Fig. 1: run 1, clock network drawn from the DEF
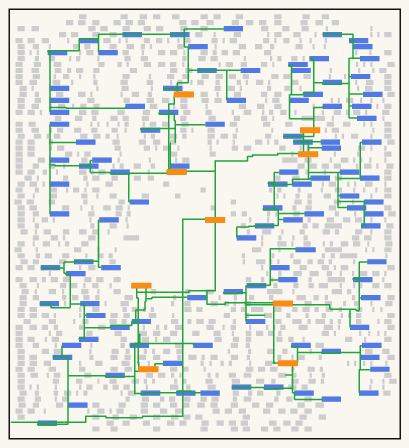
Fig. 2: run 1, pin map
Pins as bars across the die edge, other pins in gray.
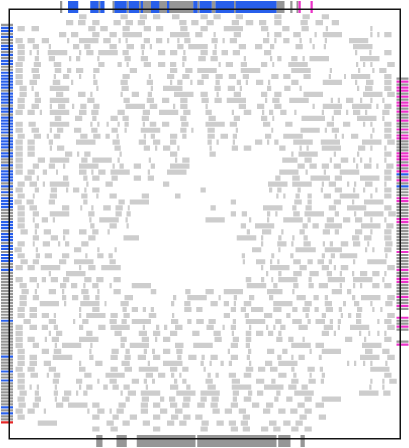
Fig. 3: run 1, metal layers overlaid
Only two layers are drawn.
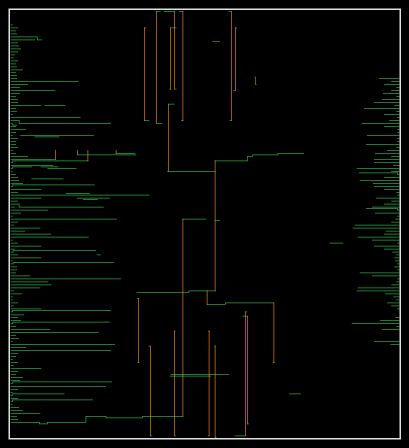
==> config.mk <==
export PLATFORM = sky130hd
export DESIGN_NAME = fp_mult_arbiter
export DESIGN_NICKNAME = d
export VERILOG_FILES = /design/src/rtl/fp_mult_pkg.sv /design/src/rtl/fp_mult_arbiter_rr.sv /design/src/rtl/fp_mult_arbiter.sv
export SDC_FILE = /design/constraint.sdc
export NUM_CORES = 1
export LEC_CHECK = 0
export CELL_PAD_IN_SITES_DETAIL_PLACEMENT = 2
export CELL_PAD_IN_SITES_GLOBAL_PLACEMENT = 2
export CORE_ASPECT_RATIO = 1.1
export CORE_UTILIZATION = 21
export CTS_CLUSTER_DIAMETER = 40
export CTS_CLUSTER_SIZE = 28
export DETAILED_ROUTE_END_ITERATION = 6
export GPL_ROUTABILITY_DRIVEN = 0
export PLACE_DENSITY_LB_ADDON = 0.2
export SYNTH_ARGS = -nofsm -noshare
export SYNTH_HDL_FRONTEND = slang
export SYNTH_SLANG_ARGS = --single-unit
export TNS_END_PERCENT = 5
==> constraint.sdc <==
create_clock -name clk -period 3.9 [get_ports clk]
set_input_delay 0.39 -clock clk [delete_from_list [all_inputs] [get_ports clk]]
set_output_delay 0.39 -clock clk [all_outputs]
set_load 0.03 [all_outputs]
==> src/rtl/fp_mult_pkg.sv <==
// Shared types and constants for the FP32 multiplier arbiter.
package fp_mult_pkg;

  localparam int FP32_W   = 32;
  localparam int EXP_BIAS = 127;

  // IDLE: arbitrate; WAIT: multiplier busy; RESP: product held for the requester.
  typedef enum logic [1:0] {
    IDLE = 2'd0,
    WAIT = 2'd1,
    RESP = 2'd2
  } state_t;

endpackage

==> src/rtl/fp_mult_arbiter_rr.sv <==
// Combinational round-robin picker: first requester at or after ptr, wrapping.
module rr_arbiter #(
  parameter int N = 4,
  localparam int IW = (N > 1) ? $clog2(N) : 1
) (
  input  logic [N-1:0]  req,
  input  logic [IW-1:0] ptr,
  output logic [N-1:0]  gnt,
  output logic [IW-1:0] gnt_idx,
  output logic          any
);

  // Walk the requesters starting at ptr; the first one found wins.
  always_comb begin
    logic          found;
    logic [IW-1:0] idx;
    int            pos;
    gnt     = '0;
    gnt_idx = '0;
    found   = 1'b0;
    idx     = '0;
    pos     = 0;
    for (int k = 0; k < N; k++) begin
      pos = int'(ptr) + k;
      if (pos >= N) pos = pos - N;
      idx = IW'(pos);
      if (!found && req[idx]) begin
        found    = 1'b1;
        gnt[idx] = 1'b1;
        gnt_idx  = idx;
      end
    end
  end

  assign any = |req;

endmodule

==> src/rtl/fp_mult_arbiter.sv <==
// Shares one FP32 multiplier between NREQ requesters, one op in flight.
//
// Handshakes:
//  - Request: requester i holds req_valid[i] with operands on its slice.
//    The arbiter samples req_valid only in IDLE and pulses req_ready[g] for
//    exactly one cycle; the op is accepted on the clock edge ending that cycle.
//  - Response: rsp_valid[gid] rises with rsp_data and both stay stable until
//    rsp_ready[gid] is seen high on a clock edge; other rsp_ready bits are ignored.
module fp_mult_arbiter
  import fp_mult_pkg::*;
#(
  parameter int NREQ    = 4,
  parameter int MUL_LAT = 1
) (
  input  logic                   clk,
  input  logic                   reset,
  input  logic [NREQ-1:0]        req_valid,
  output logic [NREQ-1:0]        req_ready,
  input  logic [FP32_W*NREQ-1:0] req_a,
  input  logic [FP32_W*NREQ-1:0] req_b,
  output logic [NREQ-1:0]        rsp_valid,
  input  logic [NREQ-1:0]        rsp_ready,
  output logic [FP32_W-1:0]      rsp_data,
  output logic [FP32_W-1:0]      mul_a,
  output logic [FP32_W-1:0]      mul_b,
  input  logic [FP32_W-1:0]      mul_res,
  output logic                   busy,
  output state_t                 state
);

  localparam int IW = $clog2(NREQ);
  localparam int CW = $clog2(MUL_LAT + 1);
  localparam logic [NREQ-1:0] ONE = NREQ'(1);

  logic [IW-1:0]     rr_ptr;
  logic [IW-1:0]     gid;
  logic [CW-1:0]     cnt;
  logic [NREQ-1:0]   gnt;
  logic [IW-1:0]     gnt_idx;
  logic              any;
  logic [FP32_W-1:0] sel_a;
  logic [FP32_W-1:0] sel_b;

  rr_arbiter #(.N(NREQ)) u_rr (
    .req     (req_valid),
    .ptr     (rr_ptr),
    .gnt     (gnt),
    .gnt_idx (gnt_idx),
    .any     (any)
  );

  // Operand slice of the currently winning requester.
  always_comb begin
    sel_a = '0;
    sel_b = '0;
    for (int k = 0; k < NREQ; k++) begin
      if (gnt_idx == IW'(k)) begin
        sel_a = req_a[FP32_W*k +: FP32_W];
        sel_b = req_b[FP32_W*k +: FP32_W];
      end
    end
  end

  // Accept pulse exists only while arbitrating; suppressed while reset is held.
  assign req_ready = (state == IDLE && !reset) ? gnt : '0;
  assign busy      = (state != IDLE);

  // Control FSM: accept, wait MUL_LAT cycles for the product, hand it back.
  always_ff @(posedge clk or posedge reset) begin
    if (reset) begin
      state     <= IDLE;
      rr_ptr    <= '0;
      gid       <= '0;
      cnt       <= '0;
      rsp_valid <= '0;
      rsp_data  <= '0;
      mul_a     <= '0;
      mul_b     <= '0;
    end else begin
      case (state)
        IDLE: begin
          if (any) begin
            mul_a <= sel_a;
            mul_b <= sel_b;
            gid   <= gnt_idx;
            cnt   <= CW'(MUL_LAT);
            state <= WAIT;
          end
        end
        WAIT: begin
          cnt <= cnt - 1'b1;
          if (cnt == CW'(1)) begin
            rsp_data  <= mul_res;
            rsp_valid <= ONE << gid;
            state     <= RESP;
          end
        end
        RESP: begin
          if (rsp_ready[gid]) begin
            rsp_valid <= '0;
            rr_ptr    <= (gid == IW'(NREQ - 1)) ? '0 : gid + 1'b1;
            state     <= IDLE;
          end
        end
        default: state <= IDLE;
      endcase
    end
  end

endmodule

==> results.txt, run 1 <==
Implementation numbers.

- The flow ran to the end, and the final reports show no timing, DRC or antenna violations.
- The buffer type at the clock tree root is clkbuf_16.
- The max-slew headroom at the worst pin is between 40% and 50%.
- The number of cells in the yosys synthesis report is 830.
- The timing report gives the clock slew at the launch and capture registers of the worst setup and hold paths as 0.09 ns.
- The number of antenna violations at the first check in global routing came to 6.
- The minimum period implied by the final worst setup slack is approximately 3.5 ns.
- The filler cell count in the final layout is 3781.
- The endpoint arrival time on the critical path is around 3.8 ns.
- The number of H-tree branching levels is 3.
- The die covers between 30000 and 40000 sq um.
- The cell count after synthesis came out at 830.
- Of the available clock period, the critical path in the final layout requires roughly nine tenths.
- The start-to-end type of the worst setup path is flop to flop.
- The die is approximately 200 um tall.
- The most used flip-flop cell after synthesis is dfrtp_1.
- The power report puts the leakage power at 4.93 nW.
- The number of port buffers is approximately 400.
- The number of vias per cell is ~5.1.
- Summed over all failing endpoints, the final setup total negative slack is 0 ns.
- The number of gates resized after CTS is 0.
- The average instance area after synthesis is 8.55 sq um.
- The floorplan step set the die width to between 150 and 200 um.
- The slew at the pin closest to its max-slew limit is approximately 0.86 ns.
- The startpoint type of the worst setup path is a flop.
- The share of the synthesized area in the top cell type is a little under two fifths.
- The amount of wire on met2 after detailed routing is between 15000 and 20000 um.
- The async set-or-reset flop fraction in the synthesized netlist is 100%.
- The endpoint kind of the worst setup timing path is a flop.
- Row generation in the floorplan step produced approximately 70 rows.
- The areal power density over the cells is 908 nW/um^2.
- The post-synthesis net count is ~1100.
- The number of remaining DRC errors is 0.
- The hold violation count in the final report is 0.
- The highest fanout seen on the critical path is 35.
- Based on the critical path, the design can be clocked at up to 283 MHz.
- From the final report, the count of setup violators was given as 0.
- The number of logged tool warnings is 35.
- Per STA, the worst path is made up of clkinv_1, ha_1, mux4_2, nor2b_4, o21ai_2, nand2_4, buf_12, a211o_1, o221a_1.
- Per the synthesis report, the number of distinct cell types is ~41.
- In the final routing, the length of wire on met1 measures 15500 um.
- At the worst endpoint, the required time is 4.16 ns.
- Post-CTS timing repair inserted 0 buffers for setup.
- Yosys attributes the largest share of cell area to dfrtp_1 38%, nand2_1 14%, o221ai_1 12%.
- The initial cell density of the core is a little over a fifth.
- The number of CTS-inserted buffers is 9.
- The delay of the slowest cell on the worst path is ~0.67 ns.
- Per the OpenROAD floorplan log, the area of the core is around 33000 sq um.
- The number of synthesis warnings is 0.
- For this run, the register share of the synthesized area comes to a little under two fifths.
- The number of clock sinks is ~110.
- Setup repair after global routing left no endpoint under its margin.
- The path type of the worst min-delay path is primary input to asynchronous set/reset pin.
- The via count of the first global-routing pass is around 9300.
- The count of library flops with an enable pin is 0.
- The maximum clock path buffer count is 2.
- The highest metal layer carrying signal wires in the routed design is met5.
- The critical path's slowest stage uses the library cell o21ai_2.
- The final max-slew violation count recorded for this run is 0.
- The mapped cell area is between 7000 and 8000 sq um.
- According to the Yosys statistics, the synthesized design has a chip area of about 7100 sq um.
- The first-pass GRT wire length is approximately 57000 um.
- The final HPWL from detailed placement is roughly 27000 um.
- The post-layout instance area is around 12000 sq um.
- According to the finish report, the design has a final net count of around 1500.
- By instance count, the leading cell after synthesis is nand2_1.
- The buffers plus inverters on the worst setup path is 2.
- Relative to the synthesized area, the layout overhead comes to 67.2%.
- In the final layout, the share of cells above drive strength 1 is 5.84%.
- The placement-stage cell area is approximately 12000 sq um.
- Once synthesis finished, the tally of register bits stood at ~110.
- The met3 wire length is 2550 um.
- The violation count after the first detailed-routing iteration is 271.
- The largest net degree at the start of global routing is just under 70.
- For reference, the top cells by count after synthesis are 273 x nand2_1, 107 x dfrtp_1, 94 x o221ai_1.
- In the final run the clock tree shows a worst skew of roughly 0.015 ns.
- The number of iterations in the first detailed-routing pass is 4.
- The count of maximum capacitance violations is 0.
- The largest voltage drop on the vdd net is approximately 410 uV.
- Per the synthesis report, the dominant area consumer among library cells is dfrtp_1.
- The I/O pin count is around 400.
- The final global-route overflow total is 0.
- The family with the most delay on the worst path is AND-OR/OR-AND gates.
- The detail route stage leaves a number of antenna-violating nets equal to 0.
- The TritonCTS clock tree is done.
- After clock tree synthesis, the flow added hold-fix buffers numbering 0.
Back to the opening pictures, Fig. 1:
Orange stands for cells driving clock nets, count 9. Green stands for clock wires, length 2030 um. Blue stands for flip-flops, count 107.
Position of the flops: spread over the die.
clock share of power: 9.7%
insertion delay of the later-clocked pin in the worst-skew pair: 0.39 ns

Back to the opening pictures, Fig. 2:
Blue stands for req_b, pins 128, direction input, edge 65 top, 61 left, 2 right. Magenta stands for rsp_data, pins 32, direction output, edge 30 right, 2 top. Red stands for clk, pins 1, direction input, edge left.

Back to the opening pictures, Fig. 3:
Green stands for met3, wire length 2550 um. Orange stands for met4, wire length 821 um.
Avg WL per Cell: 23.0 um
Via Count: 8257
total global-route track usage: 21.6%
Total Routed Length: 37600 um

[run 1: kinds of logic (layout without fill, tap and decap cells)]
group                    Yosys count  after routing  synth area share, %
AND-OR/OR-AND                    193            193                 22.6
multiplexers                      58             58                 8.92
other                              0              4                    0
AND/OR/NAND/NOR                  381            381                 23.4
buffers and inverters             80            448                 5.43
adder cells (fa/ha/maj)           11             11                 1.94
flip-flops                       107            107                 37.7
[run 1: cell usage in the layout (no fill, tap or decap), types with 2 or more instances in the layout]
cell type,synthesis,layout
o32ai_1,2,2
buf_12,0,3
and3_1,64,64
a211o_1,13,13
clkbuf_16,0,9
diode_2,0,4
or2_2,2,3
inv_6,0,2
mux2_2,2,2
o221ai_1,94,94
nor2b_1,2,2
a211oi_1,7,7
inv_8,0,3
nand3_1,16,16
nor3_1,2,2
a221oi_1,3,3
a21oi_1,20,19
o221a_1,7,7
a21o_1,4,3
inv_1,4,3
nor2_1,10,9
dfrtp_1,107,106
mux4_2,4,4
nand2b_1,5,5
clkdlybuf4s50_1,0,400
o21ai_0,16,16
nand2_1,273,271
a221o_1,17,17
mux2i_1,52,52
o221a_2,6,6
buf_4,9,24
ha_1,11,11
[run 1: sequential cells by signal, indices dropped and copies added, names as in the netlist]
signal,flops
mul_a,32
rr_ptr,2
cnt,1
rsp_valid,4
rsp_data,32
mul_b,32
state,2
gid,2
[run 1: power breakdown]
group / total [mW] / internal (mW) / switching, mW
registers: 2.05 / 1.69 / 0.354
logic: 7.68 / 2.97 / 4.71
clock network: 1.05 / 0.519 / 0.526
[run 1: through the flow]
step | utilization [%] | setup slack [ns] | cells | hold WS (ns) | total power, mW
floorplan | - | 0.693 | 830 | 0.471 | 6.84
global placement | 34.7 | 0.254 | 1614 | 0.457 | 9.71
detailed placement | 34.7 | 0.218 | 1614 | 0.468 | 9.87
CTS | 35.6 | 0.351 | 1630 | 0.490 | 11.0
global route | 35.7 | 0.160 | 1634 | 0.506 | 11.5
finish | 35.7 | 0.365 | 1634 | 0.470 | 10.8
[run 1: metal layers]
layer / track usage [%] / vias to the layer above
li1: - / 3786
met2: 37.3 / 291
met1: 25.5 / 4132
met4: 7.53 / 4
met5: 0 / -
met3: 5.79 / 44
[run 1: area by class of cell]
cell class	count	area (sq um)	share of cell area (%)
inverter	5	21.3	0.179
timing repair buffer	427	4240	35.8
clock buffer	9	225	1.90
sequential	107	2680	22.6
clock inverter	7	88.8	0.749
antenna	4	10.0	0.0843
multi-input combinational	643	4060	34.2
tap	432	541	4.55
[run 1: final timing paths]
path / startpoint / to / slack [ns] / cells past startpoint
max in group asynchronous: reset / mul_a[26] / 2.63 / 3
min in group clk: rsp_data[21] / rsp_data[21] / 0.48 / 2
setup reg to reg: rr_ptr[0] / mul_a[16] / 0.36 / 9
hold reg to reg: rsp_data[21] / rsp_data[21] / 0.48 / 2
hold / removal: reset / state[1] / 0.47 / 2
setup / recovery: rr_ptr[0] / mul_a[16] / 0.36 / 9
--- run 2 (diff from run 1) ---
--- a/config.mk
+++ b/config.mk
@@ -9,7 +9,7 @@
 export CELL_PAD_IN_SITES_GLOBAL_PLACEMENT = 2
 export CORE_ASPECT_RATIO = 1.1
 export CORE_UTILIZATION = 21
-export CTS_CLUSTER_DIAMETER = 40
+export CTS_CLUSTER_DIAMETER = 100
 export CTS_CLUSTER_SIZE = 28
 export DETAILED_ROUTE_END_ITERATION = 6
 export GPL_ROUTABILITY_DRIVEN = 0
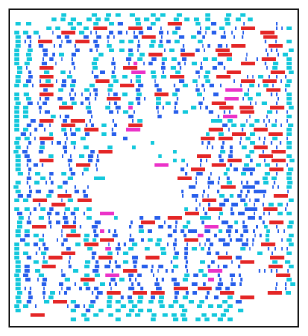
Fig. 4. Placed cells, one color a class (run 2).
Cyan stands for other buffers and delay cells, cells 427, share of their area 38%. Blue stands for all other logic, cells 648, share of their area 36%. Red stands for flip-flops, cells 107, share of their area 24%. Magenta stands for clock drivers and dummy loads, cells 16, share of their area 2.8%.
number of cell rows: 70
post-layout utilization of the core: 35.7%
proportion of cell area occupied by registers: 22.6%
cell area after layout: 11900 sq um
placeable core area: 33300 sq um

==> results.txt, run 2 <==
Implementation numbers.

- The flow ran to the end, and the final reports show no timing, DRC or antenna violations.
- Checking hold timing, the worst path is listed with class primary input to asynchronous set/reset pin.
- In this run the remaining antenna-violating nets after routing total 0.
- Looking at the max-slew report, the worst-margin pin has a slew of about 0.86 ns.
- The number of post-CTS setup repair buffers is 0.
- Clock tree synthesis found a total of around 110 sinks.
- The buffer type at the clock tree root is clkbuf_16.
- The placed instances occupy a cell area of between 10000 and 15000 sq um.
- The endpoint kind of the worst setup timing path is a flop.
- The leakage dissipation is around 5 nW.
- The horizontal die size is roughly 180 um.
- The count of maximum capacitance violations is 0.
- The minimum period implied by the final worst setup slack is between 3 and 4 ns.
- The largest registers in the layout are mul_a: 32 flops, mul_b: 32 flops, rsp_data: 32 flops.
- The count of library flops with an enable pin is 0.
- The number of antenna violations at the first check in global routing was 6.
- The most used flip-flop cell after synthesis is dfrtp_1.
- The library cell with the largest summed area after synthesis is dfrtp_1.
- Ranked by total cell area, the synthesized netlist is headed by dfrtp_1 38%, nand2_1 14%, o221ai_1 12%.
- The startpoint type of the worst setup path is a flop.
- From bottom edge to top edge, the die measures 195 um.
- The number of iterations in the first detailed-routing pass is 4.
- By instance count after routing, the leading logic cell types are 400 x clkdlybuf4s50_1, 271 x nand2_1, 106 x dfrtp_1.
- The chip area is 34500 sq um.
- The final total negative setup slack is 0 ns.
- The layout cell share with drive strength beyond 1 is approximately 6%.
- The async set-or-reset flop fraction in the synthesized netlist is 100%.
- The post-synthesis cell type with the largest instance count is nand2_1.
- Per the post-CTS timing run, clock transition at the registers of the reported paths is approximately 0.09 ns.
- Buffers placed on the I/O ports in this run total around 400.
- The commonest cells after synthesis are 273 x nand2_1, 107 x dfrtp_1, 94 x o221ai_1.
- The max-slew headroom at the worst pin is a little over two fifths.
- Entering global routing, the biggest net connects about 69 pins.
- The post-cts hold buffer count is 0.
- The number of remaining DRC errors is 0.
- The average instance area after synthesis is ~8.6 sq um.
- The combined global-route utilization of all metal layers is 21.6%.
- Of the available clock period, the critical path in the final layout requires 90.7%.
- The critical path is of the flop to flop type.
- After synthesis, the largest area contributor takes up approximately 38% of total cell area.
- For reference, the final report shows the hold violation count at 0.
- The final HPWL from detailed placement is approximately 27000 um.
- The first-pass GRT wire length is roughly 57000 um.
- OpenROAD emitted warnings numbering 35.
- The synthesis report lists the Yosys warning total as 0.
- The initial cell density of the core is 21.3%.
- The area reported by Yosys stat is just over 7000 sq um.
- The endpoint arrival time on the critical path is ~3.8 ns.
- The final max-slew violation count recorded for this run is 0.
- The final route contains 8257 vias.
- The I/O pin count is slightly above 400.
- Per the detail_route report, vias per standard cell equal 5.05.
- The instance tally after logic synthesis is about 830.
- The sequential element share of the synthesized area is 37.7%.
- The post-synthesis net count is around 1100.
- The critical path maximum fanout is 35.
- The mapped cell area is between 7000 and 8000 sq um.
- Setup repair after global routing left no endpoint under its margin.
- TritonCTS built the clock tree.
- After the last flow step, the layout net total stands at about 1500.
- The number of gates resized after CTS was 0.
- In this run the deepest clock path goes through 2 buffers.
- The routed wire length per instance is around 23 um.
- The end-of-flow timing check tallies setup violations at 0.
- Per the skew report, the later register of the worst-skew pair sees a clock latency of between 0.3 and 0.4 ns.
- In this run the VDD rail shows a maximum IR drop of 410 uV.
- Relative to the synthesized area, the layout overhead comes to 67.2%.
- Counting distinct cell types in the post-synthesis netlist gives roughly 40.
- Between clock sinks in the finished design, the worst skew comes to about 0.015 ns.
- The top cell type in the final layout, fill and taps aside, is clkdlybuf4s50_1.
- The areal power density over the cells is around 900 nW/um^2.
- The critical path data required time is about 4.2 ns.
- Wires add up to 37600 um.
- Detailed-route iteration 0 reported a violation count of approximately 270.
- In this run, CTS created clock tree buffers numbering 9.
- The count of state elements after synthesis is 107.
- In this build the clock could be raised as far as 283 MHz.
- The number of cells in the yosys synthesis report is 830.
- After global routing the overflow that remains totals 0.
- CTS built an H-tree with a depth of 3.
- The via count of the first global-routing pass is between 9000 and 10000.
## run 2: cell counts in the layout (fill, tap and decap cells not counted)
No cell type changed its count.
## run 2: layout make-up
class | count | area (sq um)
Antenna cell | 4 | 10.0
Clock buffer | 9 | 225
Clock inverter | 7 | 88.8
Fill cell | 3781 | 21400
Inverter | 5 | 21.3
Multi-Input combinational cell | 643 | 4060
Sequential cell | 107 | 2680
Tap cell | 432 | 541
Timing Repair Buffer | 427 | 4240
## run 2: path summary, 6_finish.rpt
check,start,to,slack (ns),cells past startpoint
setup / recovery,rr_ptr[0],mul_a[16],0.36,9
hold reg to reg,rsp_data[21],rsp_data[21],0.48,2
hold / removal,reset,state[1],0.47,2
setup reg to reg,rr_ptr[0],mul_a[16],0.36,9
max in group asynchronous,reset,mul_a[26],2.63,3
min in group clk,rsp_data[21],rsp_data[21],0.48,2
## run 2: critical path: stages, from the launching register on
cell and delay (ns):
dfrtp_2 0.50, clkinv_1 0.14, ha_1 0.41, mux4_2 0.41, nor2b_4 0.11, o21ai_2 0.67
nand2_4 0.39, buf_12 0.33, a211o_1 0.33, o221a_1 0.11
## run 2: logic make-up (layout without fill, tap and decap cells)
group | after synthesis | after routing | synth area share, %
and+or+nand+nor | 381 | 381 | 23.4
AOI/OAI and AO/OA | 193 | 193 | 22.6
DFF | 107 | 107 | 37.7
buffers and inverters | 80 | 448 | 5.43
muxes | 58 | 58 | 8.92
adders and majority gates | 11 | 11 | 1.94
other | 0 | 4 | 0
## run 2: per-stage QoR
step,total power [mW],setup slack (ns),std cells,hold slack [ns]
finish,10.8,0.365,1634,0.470
global route,11.5,0.160,1634,0.506
CTS,11.0,0.351,1630,0.490
detailed placement,9.87,0.218,1614,0.468
global placement,9.71,0.254,1614,0.457
floorplan,6.84,0.693,830,0.471
## run 2: power by group
group / total (mW) / leakage, nW / switching (mW) / internal, mW
Combinational: 7.68 / 3.48 / 4.71 / 2.97
Sequential: 2.05 / 1.29 / 0.354 / 1.69
Clock: 1.05 / 0.152 / 0.526 / 0.519
## run 2: metal layers
| metal | part of all wire, % | track usage [%] |
|---|---|---|
| met2 | 50 | 37.3 |
| met4 | 2.2 | 7.53 |
| met3 | 6.8 | 5.79 |
| met5 | 0.061 | 0 |
| met1 | 41 | 25.5 |
Power figures rest on the tool's default switching activity, not on a simulated workload.
